ff_map.png
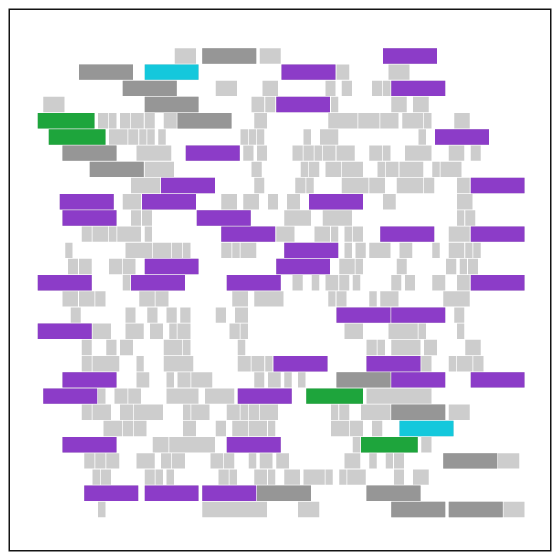
port_trees.png
Bar = 20 um.
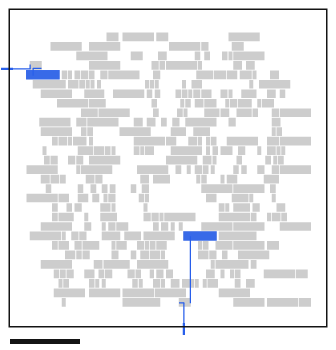
m2.png
Bar = 20 um.
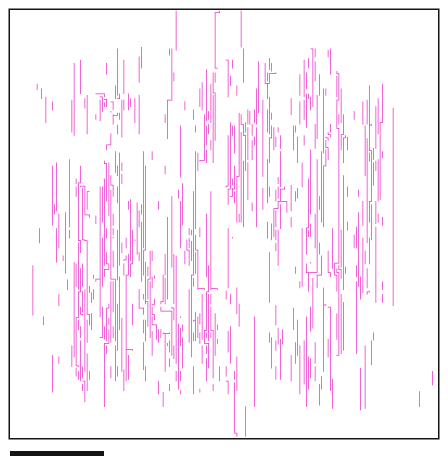
layers.png
Only two layers are drawn.
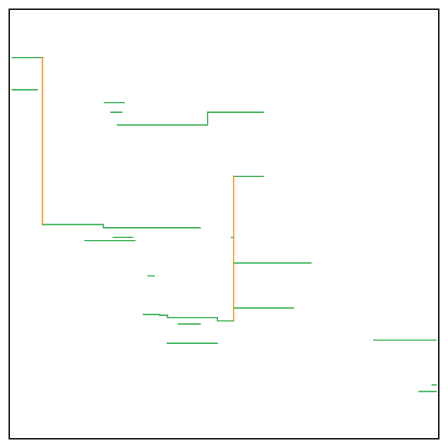
placed.png
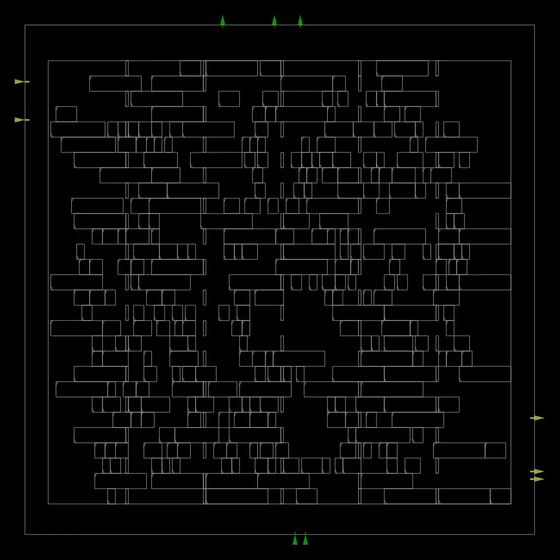
File: src/rtl/btn_pkg.sv
// -----------------------------------------------------------------------------
// btn_pkg
// Shared definitions for the pushbutton conditioning path.
//   - btn_state_e : per-channel debounce FSM state encoding
//   - DEF_*       : default timing constants for the 27 MHz board clock
//   - clog2_min1  : counter-width helper that never returns a zero width
// No ports (package).
// -----------------------------------------------------------------------------
package btn_pkg;

    typedef enum logic [1:0] {
        ST_IDLE         = 2'd0,
        ST_PRESS_WAIT   = 2'd1,
        ST_PRESSED      = 2'd2,
        ST_RELEASE_WAIT = 2'd3
    } btn_state_e;

    localparam int unsigned CLK_HZ              = 27_000_000;
    localparam int unsigned DEF_DEBOUNCE_CYCLES = CLK_HZ / 100;   // 10 ms
    localparam int unsigned DEF_REPEAT_DELAY    = CLK_HZ / 2;     // 500 ms
    localparam int unsigned DEF_REPEAT_PERIOD   = CLK_HZ / 10;    // 100 ms

    // Width able to hold 0..n-1, at least one bit.
    function automatic int unsigned clog2_min1(input int unsigned n);
        return (n <= 2) ? 1 : $clog2(n);
    endfunction

endpackage

File: src/rtl/btn_debounce.sv
// -----------------------------------------------------------------------------
// btn_debounce
// One pushbutton channel: 2-flop synchroniser, polarity normalisation,
// debounce FSM with a stability counter, and a one-deep output register.
// Optional auto-repeat of the press pulse while held, enabled by defining
// the macro BTN_AUTOREPEAT_EN.
// Ports:
//   clock_i    in   system clock
//   reset_i    in   asynchronous active-high reset
//   btn_raw_i  in   raw pad level, asynchronous to clock_i
//   level_o    out  debounced level, 1 = pressed
//   press_o    out  1-cycle pulse on accepted press (and on auto-repeat)
//   release_o  out  1-cycle pulse on accepted release
// -----------------------------------------------------------------------------
module btn_debounce
    import btn_pkg::*;
#(
    parameter int unsigned DEBOUNCE_CYCLES = DEF_DEBOUNCE_CYCLES,
    parameter bit          BTN_ACTIVE_LOW  = 1'b1,
    parameter int unsigned REPEAT_DELAY    = DEF_REPEAT_DELAY,
    parameter int unsigned REPEAT_PERIOD   = DEF_REPEAT_PERIOD
) (
    input  logic clock_i,
    input  logic reset_i,
    input  logic btn_raw_i,
    output logic level_o,
    output logic press_o,
    output logic release_o
);

    if (DEBOUNCE_CYCLES < 2 || REPEAT_DELAY < 1 || REPEAT_PERIOD < 1) begin : g_param_check
        $error("btn_debounce: illegal timing parameter");
    end

    localparam int unsigned     CNT_W    = clog2_min1(DEBOUNCE_CYCLES);
    localparam logic [CNT_W-1:0] CNT_LAST = CNT_W'(DEBOUNCE_CYCLES - 1);
    localparam logic             RAW_IDLE = BTN_ACTIVE_LOW;

    // Synchroniser presets to the released pad level so leaving reset
    // cannot look like a press.
    logic [1:0] sync_q;
    logic       s;

    always_ff @(posedge clock_i or posedge reset_i) begin
        if (reset_i) sync_q <= {2{RAW_IDLE}};
        else         sync_q <= {sync_q[0], btn_raw_i};
    end

    assign s = sync_q[1] ^ RAW_IDLE;

    btn_state_e       state;
    logic [CNT_W-1:0] cnt;
    logic             level_q;
    logic             press_q;
    logic             release_q;

`ifdef BTN_AUTOREPEAT_EN
    localparam int unsigned       HOLD_MAXV = (REPEAT_DELAY > REPEAT_PERIOD) ? REPEAT_DELAY : REPEAT_PERIOD;
    localparam int unsigned       HOLD_W    = clog2_min1(HOLD_MAXV);
    localparam logic [HOLD_W-1:0] DLY_LAST  = HOLD_W'(REPEAT_DELAY - 1);
    localparam logic [HOLD_W-1:0] PER_LAST  = HOLD_W'(REPEAT_PERIOD - 1);
    logic [HOLD_W-1:0] hold_cnt;
    logic              rep_phase;   // 0: waiting out the initial delay, 1: periodic
`endif

    always_ff @(posedge clock_i or posedge reset_i) begin
        if (reset_i) begin
            state     <= ST_IDLE;
            cnt       <= '0;
            level_q   <= 1'b0;
            press_q   <= 1'b0;
            release_q <= 1'b0;
`ifdef BTN_AUTOREPEAT_EN
            hold_cnt  <= '0;
            rep_phase <= 1'b0;
`endif
        end else begin
            press_q   <= 1'b0;
            release_q <= 1'b0;
            case (state)
                ST_IDLE: begin
                    if (s) begin
                        state <= ST_PRESS_WAIT;
                        cnt   <= '0;
                    end
                end
                ST_PRESS_WAIT: begin
                    if (!s) begin
                        state <= ST_IDLE;
                        cnt   <= '0;
                    end else if (cnt == CNT_LAST) begin
                        state   <= ST_PRESSED;
                        cnt     <= '0;
                        level_q <= 1'b1;
                        press_q <= 1'b1;
`ifdef BTN_AUTOREPEAT_EN
                        hold_cnt  <= '0;
                        rep_phase <= 1'b0;
`endif
                    end else begin
                        cnt <= cnt + 1'b1;
                    end
                end
                ST_PRESSED: begin
                    if (!s) begin
                        state <= ST_RELEASE_WAIT;
                        cnt   <= '0;
`ifdef BTN_AUTOREPEAT_EN
                        hold_cnt  <= '0;
                        rep_phase <= 1'b0;
                    end else if (rep_phase ? (hold_cnt == PER_LAST) : (hold_cnt == DLY_LAST)) begin
                        press_q   <= 1'b1;
                        hold_cnt  <= '0;
                        rep_phase <= 1'b1;
                    end else begin
                        hold_cnt <= hold_cnt + 1'b1;
`endif
                    end
                end
                ST_RELEASE_WAIT: begin
                    if (s) begin
                        // Bounce back to held; hold counter is already 0.
                        state <= ST_PRESSED;
                        cnt   <= '0;
                    end else if (cnt == CNT_LAST) begin
                        state     <= ST_IDLE;
                        cnt       <= '0;
                        level_q   <= 1'b0;
                        release_q <= 1'b1;
                    end else begin
                        cnt <= cnt + 1'b1;
                    end
                end
                default: state <= ST_IDLE;
            endcase
        end
    end

    // Output register: outputs leave flops only, and the raw-sample to
    // output latency comes to DEBOUNCE_CYCLES+3 clocks.
    always_ff @(posedge clock_i or posedge reset_i) begin
        if (reset_i) begin
            level_o   <= 1'b0;
            press_o   <= 1'b0;
            release_o <= 1'b0;
        end else begin
            level_o   <= level_q;
            press_o   <= press_q;
            release_o <= release_q;
        end
    end

endmodule

File: src/rtl/btn_conditioner.sv
// -----------------------------------------------------------------------------
// btn_conditioner
// Synchronises and debounces N_BTN independent pushbuttons, producing clean
// levels and single-cycle press/release pulses. Optional auto-repeat of the
// press pulse is enabled by defining the macro BTN_AUTOREPEAT_EN.
// Ports:
//   clock_i        in   system clock (single domain)
//   reset_i        in   asynchronous active-high reset
//   btn_raw_i      in   [N_BTN] raw pad levels, asynchronous
//   btn_level_o    out  [N_BTN] debounced level, 1 = pressed
//   btn_press_o    out  [N_BTN] 1-cycle pulse per accepted press
//   btn_release_o  out  [N_BTN] 1-cycle pulse per accepted release
// -----------------------------------------------------------------------------
module btn_conditioner
    import btn_pkg::*;
#(
    parameter int unsigned N_BTN           = 2,
    parameter int unsigned DEBOUNCE_CYCLES = DEF_DEBOUNCE_CYCLES,
    parameter bit          BTN_ACTIVE_LOW  = 1'b1,
    parameter int unsigned REPEAT_DELAY    = DEF_REPEAT_DELAY,
    parameter int unsigned REPEAT_PERIOD   = DEF_REPEAT_PERIOD
) (
    input  logic             clock_i,
    input  logic             reset_i,
    input  logic [N_BTN-1:0] btn_raw_i,
    output logic [N_BTN-1:0] btn_level_o,
    output logic [N_BTN-1:0] btn_press_o,
    output logic [N_BTN-1:0] btn_release_o
);

    for (genvar i = 0; i < N_BTN; i++) begin : g_ch
        btn_debounce #(
            .DEBOUNCE_CYCLES (DEBOUNCE_CYCLES),
            .BTN_ACTIVE_LOW  (BTN_ACTIVE_LOW),
            .REPEAT_DELAY    (REPEAT_DELAY),
            .REPEAT_PERIOD   (REPEAT_PERIOD)
        ) u_deb (
            .clock_i   (clock_i),
            .reset_i   (reset_i),
            .btn_raw_i (btn_raw_i[i]),
            .level_o   (btn_level_o[i]),
            .press_o   (btn_press_o[i]),
            .release_o (btn_release_o[i])
        );
    end

endmodule

File: config.mk
export PLATFORM = sky130hd
export DESIGN_NAME = btn_conditioner
export DESIGN_NICKNAME = d
export VERILOG_FILES = /design/src/rtl/btn_pkg.sv /design/src/rtl/btn_debounce.sv /design/src/rtl/btn_conditioner.sv
export SDC_FILE = /design/constraint.sdc
export NUM_CORES = 1
export LEC_CHECK = 0
export ABC_CLOCK_PERIOD_IN_PS = 3200
export CELL_PAD_IN_SITES_DETAIL_PLACEMENT = 0
export CELL_PAD_IN_SITES_GLOBAL_PLACEMENT = 1
export CORE_MARGIN = 4
export CORE_UTILIZATION = 43
export CTS_CLUSTER_SIZE = 40
export DETAILED_ROUTE_END_ITERATION = 12
export GPL_TIMING_DRIVEN = 1
export PLACE_DENSITY_LB_ADDON = 0.1
export SKIP_CTS_REPAIR_TIMING = 1
export SYNTH_ARGS = -nofsm -noshare
export SYNTH_HDL_FRONTEND = slang
export SYNTH_HIERARCHICAL = 1
export SYNTH_SLANG_ARGS = --single-unit
File: constraint.sdc
create_clock -name clock_i -period 3.2 [get_ports clock_i]
set_input_delay 0.32 -clock clock_i [delete_from_list [all_inputs] [get_ports clock_i]]
set_output_delay 0.32 -clock clock_i [all_outputs]
set_load 0.005 [all_outputs]
==> impl_metrics.xml <==
<?xml version="1.0" encoding="UTF-8"?>
<metrics>
  <group name="status">
    <metric name="outcome" unit="">complete, no violations</metric>
  </group>
  <group name="synthesis">
    <metric name="synth_flop_count" unit="">58</metric>
    <metric name="synthesized_area_per_cell" unit="um2">9.668</metric>
    <metric name="synth_chip_area" unit="mm2">0.002939</metric>
    <metric name="post_synth_xor_area_fraction" unit="">0.02043</metric>
    <metric name="synthTopLogicFamily" unit="">simple AND/OR/NAND/NOR gates</metric>
    <metric name="yosys.stat.seqShare" unit="">0.4955</metric>
    <metric name="dominantRegCellSynth" unit="">sky130_fd_sc_hd__dfrtp_1</metric>
    <metric name="synth.largest_area_cell" unit="">sky130_fd_sc_hd__dfrtp_1</metric>
    <metric name="ys.warnings.count" unit="">6</metric>
    <metric name="edf_count" unit="">0</metric>
    <metric name="yosys_cells" unit="">304</metric>
    <metric name="leading_cell_type_by_number_of_instances_after_synthesis" unit="">sky130_fd_sc_hd__dfrtp_1</metric>
  </group>
  <group name="setup_path">
    <metric name="cp.required" unit="ns">3.46</metric>
    <metric name="critical_path.slowest_cell" unit="">sky130_fd_sc_hd__a21oi_1</metric>
    <metric name="reg2reg_depth" unit="">7</metric>
    <metric name="crit_path_to" unit="">g_ch[1].u_deb/cnt[9]</metric>
    <metric name="worst-endpoint-arrival" unit="ns">2.40</metric>
    <metric name="path_depth" unit="">7</metric>
    <metric name="crit_path_cell_trace" unit="">ha_1 -&gt; nor4bb_1 -&gt; and4_1 -&gt; a21oi_1 -&gt; buf_4 -&gt; a21oi_1 -&gt; o21ai_1</metric>
    <metric name="regToRegSetupSlack" unit="ns">1.06</metric>
    <metric name="kind_of_capture_point_of_the_worst_setup_path" unit="">flip-flop</metric>
    <metric name="r2r_start" unit="">g_ch[1].u_deb/cnt[0]</metric>
  </group>
  <group name="min_path">
    <metric name="worstHoldStart" unit="">g_ch[1].u_deb/press_q</metric>
    <metric name="min_to" unit="">g_ch[1].u_deb/press_o</metric>
  </group>
  <group name="global_routing">
    <metric name="busiest_layer" unit="">met2</metric>
    <metric name="grt_max_degree" unit="">30</metric>
    <metric name="global_route.usage.met1" unit="">0.2385</metric>
    <metric name="met3_usage" unit="">0.05417</metric>
    <metric name="antenna_found_initial" unit="">0</metric>
    <metric name="first_pass_grt_wire_length" unit="um">11500</metric>
  </group>
  <group name="sta">
    <metric name="rsz_0062_raised_after_global_routing" unit="">no</metric>
    <metric name="timing.fmax" unit="GHz">0.4665</metric>
    <metric name="finalHoldViolCount" unit="">0</metric>
    <metric name="timing.clock.skew" unit="ns">0.005729</metric>
    <metric name="setup_tns" unit="ns">0</metric>
    <metric name="min_period_over_period" unit="">0.6699</metric>
  </group>
  <group name="layout">
    <metric name="num-fill-cells" unit="">602</metric>
    <metric name="insertedDiodeCount" unit="">0</metric>
    <metric name="share_of_cells_above_drive_strength_1" unit="">0.1362</metric>
    <metric name="top_register_by_number_of_flip_flops" unit="">g_ch.u_deb/cnt</metric>
    <metric name="number_of_flip_flops_under_the_largest_register_name" unit="">38</metric>
    <metric name="final_cell_mix" unit="">sky130_fd_sc_hd__dfrtp_1 (54), sky130_fd_sc_hd__nand2_1 (35), sky130_fd_sc_hd__nand3_1 (20)</metric>
    <metric name="layout_top_cell" unit="">sky130_fd_sc_hd__dfrtp_1</metric>
  </group>
  <group name="placement">
    <metric name="dp.final_hpwl" unit="um">4413</metric>
    <metric name="globalplace.congestion" unit="">0.7965</metric>
  </group>
  <group name="power">
    <metric name="vdd_drop_max" unit="mV">0.2906</metric>
    <metric name="power.static_leakage" unit="uW">0.001400</metric>
    <metric name="cellPowerDensity" unit="mW/mm2">481.1</metric>
  </group>
  <group name="floorplanning">
    <metric name="die_area" unit="mm2">0.008222</metric>
    <metric name="horiz_die_dim" unit="um">90.68</metric>
  </group>
  <group name="drt">
    <metric name="dr.pass1.iters" unit="">4</metric>
    <metric name="drt-met1-wl" unit="um">3099</metric>
    <metric name="routed-wl-met3" unit="um">190</metric>
    <metric name="drt_iter0_markers" unit="">119</metric>
  </group>
  <group name="clock_network">
    <metric name="tritoncts_num_sinks" unit="">58</metric>
    <metric name="tritoncts" unit="">yes</metric>
    <metric name="cts.clk_slew.worst_paths" unit="ns">0.07</metric>
    <metric name="clock_tree.root_cell" unit="">sky130_fd_sc_hd__clkbuf_8</metric>
  </group>
  <group name="flow_run">
    <metric name="stage_log_warnings" unit="">26</metric>
    <metric name="max_cap_viols" unit="">0</metric>
  </group>
</metrics>
Back to the opening pictures, ff_map.png:
[cyan] `g_ch.u_deb/release_q` | sequential cells: 2
[green] `g_ch.u_deb/sync_q` | sequential cells: 4
[purple] `g_ch.u_deb/cnt` | sequential cells: 38
sequential cell power: 753 uW
sequential portion of the cell area: 0.4384
Sequential cell area: 0.001456 mm2
Post-Route Utilization: 0.5115

Back to the opening pictures, port_trees.png:
[blue] `btn_raw_i` | bits: 2 | direction: input | edge: 1 bottom, 1 left | end cells: 2 | wire: 37.5 um
Port Buf Inserts: 9
number of I/O pins: 10

Back to the opening pictures, m2.png:
nets with wire on the layer: 261
longest straight run: 41.8 um
share of all routed wire: 47%
main direction: vertical
total via count after detailed routing: 2,288
met2 global-route usage: 0.2619
DRT Wirelength: 6324 um

Back to the opening pictures, layers.png:
[orange] M4 | wire length: 66.0 um
[green] M3 | wire length: 191 um
WL per Instance: 15.81 um
combined global-route utilization of all metal layers: 0.1736

Back to the opening pictures, placed.png:
standard-cell row count: 29
filler-free cell count of the finished design: 400

==> through the flow <==
stage	instance area [um2]	setup WS [ns]	power (uW)	cells	hold WS [ns]
floorplan	2939	1.244	818.6	304	0.3245
global placement	3095	1.111	841.9	384	0.3320
detailed placement	3095	1.112	843.0	384	0.3356
CTS	3322	1.070	1619	400	0.3523
global route	3322	0.9186	1664	400	0.3605
finish	3322	1.056	1598	400	0.3489
==> final cells by class <==
cell class	count	area, um2	area share
flip-flops and latches	58	1456	0.4384
inverters	17	63.81	0.01921
repair buffers	13	120.1	0.03616
clock buffers	10	137.6	0.04143
clock inverters	6	88.84	0.02674
well taps	77	96.34	0.02900
multi-input cells	219	1359	0.4090
==> power by group <==
part           total (uW)  internal, uW  switching (uW)
Clock                 771           461             310
Combinational        74.9          24.8            50.1
Sequential            753           743            9.61
Power and IR drop assume default switching activity.
